`src/rtl/wb_host_master.sv`:
```
// Wishbone classic single-transfer initiator.
// Takes one command from a valid/ready port and runs one cyc/stb cycle on the
// peripheral bus. It returns the read data, or a timeout error when no slave
// acknowledges within TIMEOUT_CYCLES.
//
// state | meaning
// ------+--------------------------------------------------------------
// IDLE  | waiting for a command; cmd_ready_o high
// BUS   | cyc/stb driven, waiting for ack or for the timeout terminal count
// RESP  | response held on rsp_*, waiting for rsp_ready_i
module wb_host_master #(
  parameter int unsigned TIMEOUT_CYCLES = 16,
  parameter int unsigned CNT_WIDTH      = 16
) (
  input  logic        clk_i,
  input  logic        rst_ni,
  input  logic        cmd_valid_i,
  output logic        cmd_ready_o,
  input  logic        cmd_we_i,
  input  logic [31:0] cmd_adr_i,
  input  logic [31:0] cmd_dat_i,
  input  logic [3:0]  cmd_sel_i,
  output logic        rsp_valid_o,
  input  logic        rsp_ready_i,
  output logic [31:0] rsp_dat_o,
  output logic        rsp_err_o,
  output logic        wbm_cyc_o,
  output logic        wbm_stb_o,
  output logic        wbm_we_o,
  output logic [31:0] wbm_adr_o,
  output logic [31:0] wbm_dat_o,
  output logic [3:0]  wbm_sel_o,
  input  logic        wbm_ack_i,
  input  logic [31:0] wbm_dat_i
);

  typedef enum logic [1:0] {
    IDLE = 2'd0,
    BUS  = 2'd1,
    RESP = 2'd2
  } state_t;

  // The counter starts at 0 on the first BUS cycle. Reaching this value
  // without an ack means cyc/stb have been high for TIMEOUT_CYCLES cycles.
  localparam logic [CNT_WIDTH-1:0] CNT_LAST = CNT_WIDTH'(TIMEOUT_CYCLES - 1);

  state_t               state_q, state_d;
  logic [CNT_WIDTH-1:0] cnt_q, cnt_d;
  logic                 cyc_q, cyc_d;
  logic                 we_q, we_d;
  logic [31:0]          adr_q, adr_d;
  logic [31:0]          dat_q, dat_d;
  logic [3:0]           sel_q, sel_d;
  logic                 rsp_valid_q, rsp_valid_d;
  logic [31:0]          rsp_dat_q, rsp_dat_d;
  logic                 rsp_err_q, rsp_err_d;

  // State and all registered outputs. The asynchronous reset drops cyc/stb at
  // once, so an abandoned transfer never leaks onto the bus.
  always_ff @(posedge clk_i or negedge rst_ni) begin
    if (!rst_ni) begin
      state_q     <= IDLE;
      cnt_q       <= '0;
      cyc_q       <= 1'b0;
      we_q        <= 1'b0;
      adr_q       <= '0;
      dat_q       <= '0;
      sel_q       <= '0;
      rsp_valid_q <= 1'b0;
      rsp_dat_q   <= '0;
      rsp_err_q   <= 1'b0;
    end else begin
      state_q     <= state_d;
      cnt_q       <= cnt_d;
      cyc_q       <= cyc_d;
      we_q        <= we_d;
      adr_q       <= adr_d;
      dat_q       <= dat_d;
      sel_q       <= sel_d;
      rsp_valid_q <= rsp_valid_d;
      rsp_dat_q   <= rsp_dat_d;
      rsp_err_q   <= rsp_err_d;
    end
  end

  // Next-state and next-output decode. Every register holds by default, which
  // keeps the bus fields stable after a transfer and the response stable in RESP.
  always_comb begin
    state_d     = state_q;
    cnt_d       = cnt_q;
    cyc_d       = cyc_q;
    we_d        = we_q;
    adr_d       = adr_q;
    dat_d       = dat_q;
    sel_d       = sel_q;
    rsp_valid_d = rsp_valid_q;
    rsp_dat_d   = rsp_dat_q;
    rsp_err_d   = rsp_err_q;

    case (state_q)
      IDLE: begin
        if (cmd_valid_i) begin
          we_d    = cmd_we_i;
          adr_d   = cmd_adr_i;
          dat_d   = cmd_dat_i;
          sel_d   = cmd_sel_i;
          cyc_d   = 1'b1;
          cnt_d   = '0;
          state_d = BUS;
        end
      end

      BUS: begin
        // When ack and the terminal count coincide, the ack wins.
        if (wbm_ack_i) begin
          cyc_d       = 1'b0;
          rsp_dat_d   = we_q ? 32'h0 : wbm_dat_i;
          rsp_err_d   = 1'b0;
          rsp_valid_d = 1'b1;
          state_d     = RESP;
        end else if (cnt_q == CNT_LAST) begin
          cyc_d       = 1'b0;
          rsp_dat_d   = 32'h0;
          rsp_err_d   = 1'b1;
          rsp_valid_d = 1'b1;
          state_d     = RESP;
        end else begin
          cnt_d = cnt_q + CNT_WIDTH'(1);
        end
      end

      RESP: begin
        if (rsp_ready_i) begin
          rsp_valid_d = 1'b0;
          state_d     = IDLE;
        end
      end

      default: begin
        state_d = IDLE;
        cyc_d   = 1'b0;
      end
    endcase
  end

  // Only IDLE accepts commands. Because this output is decoded from state, a
  // command cannot be accepted on the same edge that retires a response.
  assign cmd_ready_o = (state_q == IDLE);

  assign wbm_cyc_o   = cyc_q;
  assign wbm_stb_o   = cyc_q;
  assign wbm_we_o    = we_q;
  assign wbm_adr_o   = adr_q;
  assign wbm_dat_o   = dat_q;
  assign wbm_sel_o   = sel_q;
  assign rsp_valid_o = rsp_valid_q;
  assign rsp_dat_o   = rsp_dat_q;
  assign rsp_err_o   = rsp_err_q;

endmodule

```
`config.mk`:
```
export PLATFORM = sky130hd
export DESIGN_NAME = wb_host_master
export DESIGN_NICKNAME = d
export VERILOG_FILES = /design/src/rtl/wb_host_master.sv
export SDC_FILE = /design/constraint.sdc
export NUM_CORES = 1
export LEC_CHECK = 0
export ABC_CLOCK_PERIOD_IN_PS = 2900
export CORE_MARGIN = 2
export CORE_UTILIZATION = 45
export CTS_CLUSTER_DIAMETER = 200
export DETAILED_ROUTE_END_ITERATION = 8
export GPL_ROUTABILITY_DRIVEN = 0
export GPL_TIMING_DRIVEN = 0
export PLACE_DENSITY = 0.83
export SYNTH_ARGS = -nofsm -noshare
export SYNTH_HDL_FRONTEND = slang
export SYNTH_SLANG_ARGS = --single-unit
export TNS_END_PERCENT = 5
```
`constraint.sdc`:
```
create_clock -name clk_i -period 2.9 [get_ports clk_i]
set_input_delay 0.58 -clock clk_i [delete_from_list [all_inputs] [get_ports clk_i]]
set_output_delay 0.58 -clock clk_i [all_outputs]
set_load 0.02 [all_outputs]
```
==> impl_metrics.csv, run 1 <==
group,metric,value,unit
outcome,outcome,"complete, no violations",
timing,max_freq,447.9,MHz
synthesis,yosysTopAreaCellShare,58.87,%
finish,lay_top_count,"nand2_1",
global_routing,overflow,0,
drt,firstDrtPassIters,5,
critical_path,critical_path.endpoint_type,"primary output",
die,ioPinCount,212,
global_routing,grt_pass1_vias,5163,
clock_tree,cts-resized-gates,0,
synthesis,synthesis.area,5186,µm²
global_routing,grt_antenna_before_repair,0,
finish,lay_top_cells,"246 x nand2_1, 209 x clkdlybuf4s50_1, 122 x dfrtp_1",
critical_path,ff2ff_path_depth,6,
critical_path,r2r_start,"cnt_q[0]$_DFFE_PN0P_",
place,post-place-ws,0.2844,ns
finish,num-nets-final,900,
clock_tree,cts_tree,"built",
timing,finalClockPeriodUsage,76.99,%
timing,whs,0.1369,ns
clock_tree,clock_sinks,122,
global_routing,grt_pass1_wl,25390,µm
global_routing,track_usage,25.97,%
timing,finalSetupViolCount,0,
synthesis,yosysTopAreaCell,"dfrtp_1",
synthesis,synth_flops,122,
critical_path,crit_path_max_incr_delay,0.65,ns
synthesis,ys_cells,563,
critical_path,timing.rr.end,"rsp_dat_o[15]$_DFFE_PN0P_",
synthesis,topCellsByArea,"dfrtp_1 59%, nand2_1 18%, nand4b_1 5.4%",
synthesis,avgSynthCellArea,9.212,µm²
drt,viasPerCell,5.273,
finish,drive_above_1_share,5.583,%
place,dp_hpwl,11270,µm
run,max_cap_violations,0,
drt,ant_nets,0,
timing,hold_violations,0,
critical_path,start_kind,"flip-flop",
die,die_area,12400,µm²
drt,num_vias,5004,
finish,syn_to_final_growth,55.92,%
critical_path,crit_slowest_cell,"clkdlybuf4s50_1",
clock_tree,hold_buffers,0,
timing,setup-tns-final,0,ns
run,warnings,26,
power,p_total,9.462,mW
synthesis,synthTopCellsByCount,"246 x nand2_1, 122 x dfrtp_1, 32 x nand4b_1, 32 x o21ai_0, 31 x clkbuf_1",
synthesis,edf_count,0,
clock_tree,post_cts_buffers,0,
clock_tree,cts-buffers-inserted,17,
critical_path,path_cells,"nor2_1 > clkdlybuf4s50_1",
synthesis,syn-num-nets,670,
timing,slew_headroom,43.25,%
drt,avgRoutedWirePerCell,16.56,µm
synthesis,netlist_instances,563,
drt,drt_wl_total,15710,µm
synthesis,ys_chip_area,5186,µm²
finish,n_antenna_cell,0,
synthesis,ys_seq_share,58.87,%
power,cellLeakagePower,3.690,nW
synthesis,ff_type,"dfrtp_1",
global_routing,grt_max_degree,64,
timing,rsz0062_at_grt,"no",
die,initial_utilization,45.81,%
synthesis,synth_warnings,0,
critical_path,critical_path_class,"reg2out",
place,port_buffers,210,
timing,period_minus_slack,2.233,ns
critical_path,crit_start,"state_q[0]$_DFFE_PN0P_",
critical_path,crit_end,"cmd_ready_o",
clock_tree,cts_root_buffer,"clkbuf_16",
critical_path,crit_fanout,8,
synthesis,most_common_cell,"nand2_1",
drt,drc,0,
critical_path,reg2reg_slack,0.80,ns
power,p_per_area,1170,nW/µm²
timing,slew_violations,0,
critical_path,arrival,1.65,ns
synthesis,async_flop_share,100.0,%
critical_path,critPathRequiredTime,2.32,ns
synthesis,post_synth_num_cell_types,38,
timing,tightest_slew,0.8494,ns
clock_tree,htree_levels,4,
timing,setup_ws,0.6673,ns
drt,drt_iter0_drc,247,
min_path,min_path_type,"in2async",
clock_tree,clk_pin_slew_worst_paths,0.05,ns
clock_tree,cts_buffer_depth,2,
run 1: cell families after synthesis:
family	synth area share [%]
AND/OR/NAND/NOR	28.54
AND-OR/OR-AND	8.589
buffers and inverters	3.763
adder cells (fa/ha/maj)	0.2412
flip-flops	58.87
run 1: cell type report:
cell class,count,area (µm²)
Clock inverter,11,120.1
Clock buffer,21,470.5
Tap cell,143,178.9
Fill cell,835,3234
Inverter,11,41.29
Timing Repair Buffer,211,2131
Multi-Input combinational cell,392,1938
Buffer,38,153.9
Sequential cell,122,3053
run 1: layer usage:
metal	share of wire (%)	up-vias	GRT usage, %
li1	-	2347	-
met1	37	2431	29.28
met2	51	200	44.15
met3	9.1	26	10.94
met4	2.5	0	9.877
met5	0	-	0
run 1: through the flow:
stage,cells,instance area [µm²]
after floorplan,563,5186
after global placement,916,7467
after detailed placement,917,7496
after CTS,949,8087
after global routing,949,8087
final,949,8087
run 1: sequential cells by signal, indices dropped and copies added, names as in the netlist:
name	cells
rsp_valid_o	1
wbm_we_o	1
cnt_q	16
wbm_adr_o	32
rsp_dat_o	32
rsp_err_o	1
state_q	2
wbm_dat_o	32
wbm_cyc_o	1
wbm_sel_o	4
run 1: power by group:
| part | total, mW | internal [mW] | switching [mW] |
|---|---|---|---|
| Combinational | 4.35 | 1.91 | 2.45 |
| Clock | 2.09 | 1.33 | 0.758 |
| Sequential | 3.02 | 2.49 | 0.532 |
| Total | 9.46 | 5.73 | 3.74 |
run 1: worst max-delay path, delay by kind of cell, from the launching register on:
kind / cells / cell delay (ns)
buffers and inverters: 1 / 0.65
AND/OR/NAND/NOR: 1 / 0.14
flip-flops: 1 / 0.46
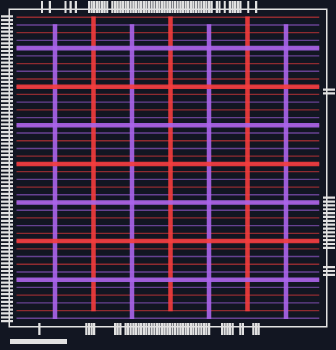
run_1/pdn.png
Scale bar: 20 µm. Pins as bars on the die edge.
legend:
  VSS:
    color: purple
  VDD:
    color: red
rows: 39
met4 straps: 7
met5 straps: 7
signal pins: 212
met1 rails: 40
maximum vdd drop: 0.0006678 V
CORE AREA: 11320 µm²
die height: 111.4 µm
Die Width: 111.4 µm

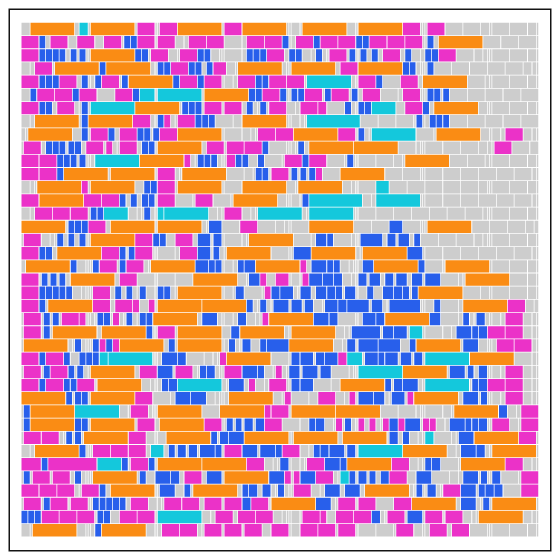
run_1/cell_classes.png
Fill, decap, tap and diode cells in gray.
legend:
  all other logic:
    color: blue
    cells: 403
    share_of_their_area: 25%
  other buffers and delay cells:
    color: magenta
    cells: 249
    share_of_their_area: 29%
  clock drivers and dummy loads:
    color: cyan
    cells: 32
    share_of_their_area: 7.5%
  flip-flops:
    color: orange
    cells: 122
    share_of_their_area: 39%
row count: 39
Final Util: 71.43%
sequential cell area share: 37.75%
post-route cell area: 8087 µm²

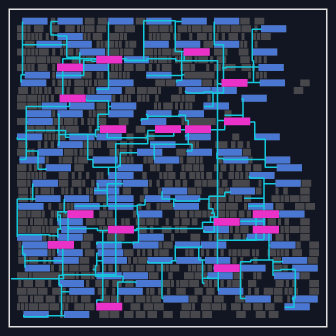
run_1/clock_map.png
legend:
  flip-flops:
    color: blue
    count: 122
  clock wires:
    color: cyan
    length: 1560 µm
  cells driving clock nets:
    color: magenta
    count: 17
flops lie: widely spread
routed clock nets: 18
Clk pwr share: 22.0%
clock skew: 0.009288 ns
Worst-Skew Late Latency: 0.42 ns
Clock net power: 2.09 mW

--- run 2 (diff from run 1) ---
Settings changed: ABC_CLOCK_PERIOD_IN_PS 2900 to 2300, CORE_UTILIZATION 45 to 43, PLACE_DENSITY 0.83 to 0.8.
Clock period 2.9 ns to 2.3 ns, I/O delays scaled along.
==> impl_metrics.csv, run 2 <==
group,metric,value,unit
synthesis,syn-num-nets,670,
clock_tree,cts-resized-gates,0,
synthesis,avgSynthCellArea,9.212,µm²
clock_tree,post_cts_buffers,0,
power,intPower,7.078,mW
synthesis,most_common_cell,"nand2_1",
critical_path,crit_path_max_incr_delay,0.65,ns
power,seq_power_share,32.4,%
global_routing,overflow,0,
critical_path,critical_path_class,"reg2out",
synthesis,netlist_instances,563,
synthesis,yosysTopAreaCellShare,58.87,%
power,pwr-share-clk,20.7,%
critical_path,crit_slowest_cell,"clkdlybuf4s50_1",
finish,fin_cells,953,
global_routing,grt_use_met1,29.29,%
drt,num_vias,5032,
timing,tightest_slew,0.7781,ns
finish,syn_to_final_growth,55.08,%
place,post-place-ws,-0.1758,ns
die,initial_utilization,43.54,%
clock_tree,cts_buffer_depth,2,
critical_path,crit_buf_inv,1,
finish,n_antenna_cell,0,
synthesis,ff_type,"dfrtp_1",
timing,hold_violations,0,
timing,setup_ws,0.1863,ns
synthesis,yosysTopAreaCell,"dfrtp_1",
synthesis,synthTopCellsByCount,"246 x nand2_1, 122 x dfrtp_1, 32 x nand4b_1, 32 x o21ai_0, 31 x clkbuf_1",
clock_tree,clk_pin_slew_worst_paths,0.05,ns
timing,slew_violations,0,
global_routing,busiest_layer,"met2",
place,dp_hpwl,11720,µm
critical_path,cp_top_family,"buffers and inverters",
die,die_area,12960,µm²
critical_path,critPathRequiredTime,1.84,ns
timing,setup-tns-final,0,ns
power,combPwrFrac,46.9,%
synthesis,topCellsByArea,"dfrtp_1 59%, nand2_1 18%, nand4b_1 5.4%",
synthesis,synth_warnings,0,
global_routing,grt_max_degree,65,
drt,firstDrtPassIters,5,
drt,drt_iter0_drc,339,
global_routing,use_met3,10.10,%
clock_tree,hold_buffers,0,
timing,max_freq,473.1,MHz
timing,slew_headroom,48.02,%
clock_tree,clock_sinks,122,
drt,viasPerCell,5.280,
global_routing,met2_usage,45.39,%
synthesis,synth_flops,122,
outcome,outcome,"complete, no violations",
drt,wirelength_met1,5998,µm
global_routing,grt_antenna_before_repair,0,
finish,lay_top_cells,"246 x nand2_1, 209 x clkdlybuf4s50_1, 122 x dfrtp_1",
power,p_per_area,1471,nW/µm²
power,p_sw,4.752,mW
synthesis,post_synth_num_cell_types,38,
power,p_sw_share,40.17,%
global_routing,track_usage,26.29,%
place,dp_cells,921,
global_routing,grt_pass1_wl,26450,µm
timing,finalClockSkew,0.009129,ns
drt,wl_met3,1476,µm
synthesis,async_flop_share,100.0,%
critical_path,arrival,1.65,ns
clock_tree,htree_levels,4,
power,p_total,11.83,mW
global_routing,grt_pass1_vias,5323,
timing,period_minus_slack,2.114,ns
timing,rsz0062_at_grt,"no",
finish,lay_top_count,"nand2_1",
die,ioPinCount,212,
critical_path,reg2reg_slack,0.21,ns
synthesis,ys_chip_area,5186,µm²
clock_tree,cts_tree,"built",
run,warnings,26,
timing,finalSetupViolCount,0,
synthesis,ys_cells,563,
critical_path,path_cells,"nor2_1 > clkdlybuf4s50_1",
critical_path,critical_path.endpoint_type,"primary output",
drt,avgRoutedWirePerCell,17.20,µm
place,port_buffers,210,
finish,drive_above_1_share,5.087,%
power,cellLeakagePower,3.669,nW
run,max_cap_violations,0,
drt,wl_met2,8424,µm
timing,finalClockPeriodUsage,91.90,%
synthesis,edf_count,0,
min_path,min_path_type,"in2async",
finish,num-nets-final,900,
drt,top_layer_used,"met4",
synthesis,ys_seq_share,58.87,%
power,vdd_drop_max,0.0008786,V
synthesis,synthesis.area,5186,µm²
critical_path,crit_fanout,8,
drt,ant_nets,0,
drt,drc,0,
drt,drt_wl_total,16390,µm
clock_tree,cts_root_buffer,"clkbuf_16",
critical_path,start_kind,"flip-flop",
-- run 2: worst paths after layout --
| path | start | to | cells after the start |
|---|---|---|---|
| worst max-delay path | state_q[0]$_DFFE_PN0P_ | cmd_ready_o | 2 |
| worst min-delay path | rst_ni | wbm_dat_o[5]$_DFFE_PN0P_ | 1 |
| worst max register to register | cnt_q[0]$_DFFE_PN0P_ | cnt_q[4]$_DFFE_PN0P_ | 6 |
| worst min register to register | wbm_adr_o[1]$_DFFE_PN0P_ | wbm_adr_o[1]$_DFFE_PN0P_ | 2 |
| max in group asynchronous | rst_ni | cnt_q[7]$_DFFE_PN0P_ | 2 |
| min in group clk_i | wbm_adr_o[1]$_DFFE_PN0P_ | wbm_adr_o[1]$_DFFE_PN0P_ | 2 |
-- run 2: logic make-up after synthesis --
logic type / share of synthesized area (%)
flip-flops: 58.87
adder cells (fa/ha/maj): 0.2412
AND-OR/OR-AND: 8.589
buffers and inverters: 3.763
AND/OR/NAND/NOR: 28.54
-- run 2: power groups by stage --
stage,logic [mW],clock network (mW),registers (mW)
floorplan,1.72,0,4.82
global placement,5.37,0,3.79
detailed placement,5.52,0,3.84
CTS,5.58,2.47,3.83
global route,5.98,2.59,3.95
finish,5.55,2.45,3.83
-- run 2: metrics by stage --
step	area [µm²]	hold slack, ns	util, %
CTS	8043	0.04822	67.52
global route	8043	0.07008	67.52
floorplan	5186	0.1644	-
finish	8043	0.02585	67.52
detailed placement	7501	0.4613	62.97
global placement	7472	0.4574	62.73
-- run 2: area by class of cell --
type                            instances  area (µm²)
Clock inverter                          8       70.07
Multi-Input combinational cell        392        1938
Tap cell                              147       183.9
Sequential cell                       122        3053
Fill cell                             933        3869
Timing Repair Buffer                  211        2131
Clock buffer                           24       471.7
Buffer                                 38       153.9
Inverter                               11       41.29
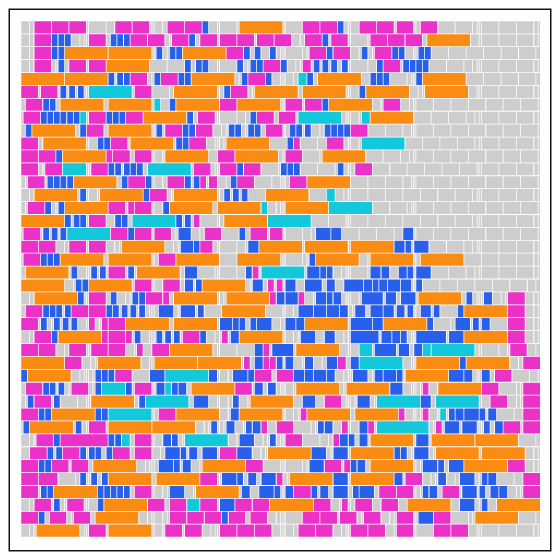
run_2/cell_classes.png
Fill, decap, tap and diode cells in gray.
legend:
  clock drivers and dummy loads:
    color: cyan
    cells: 32
    share_of_their_area: 6.9%
  all other logic:
    color: blue
    cells: 403
    share_of_their_area: 25%
  other buffers and delay cells:
    color: magenta
    cells: 249
    share_of_their_area: 29%
  flip-flops:
    color: orange
    cells: 122
    share_of_their_area: 39%
CORE AREA: 11910 µm²
post-route cell area: 8043 µm²
sequential cell area share: 37.96%
row count: 40

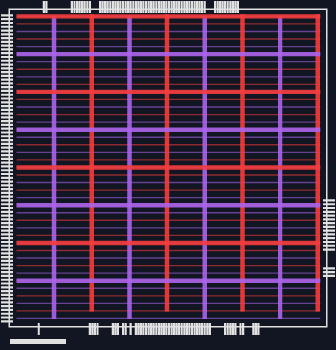
run_2/pdn.png
Scale bar: 20 µm. Pins as bars on the die edge.
legend:
  VDD:
    color: red
  VSS:
    color: purple
rows: 40
met1 rails: 41
met4 straps: 8
met5 straps: 8
Die Width: 113.8 µm
die height: 113.8 µm

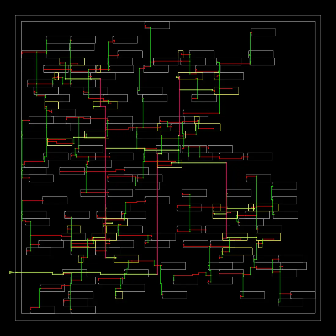
run_2/final_clocks.png
Worst-Skew Late Latency: 0.41 ns
Num CTS Buffers: 17

Power is estimated from default activity; no workload was simulated.
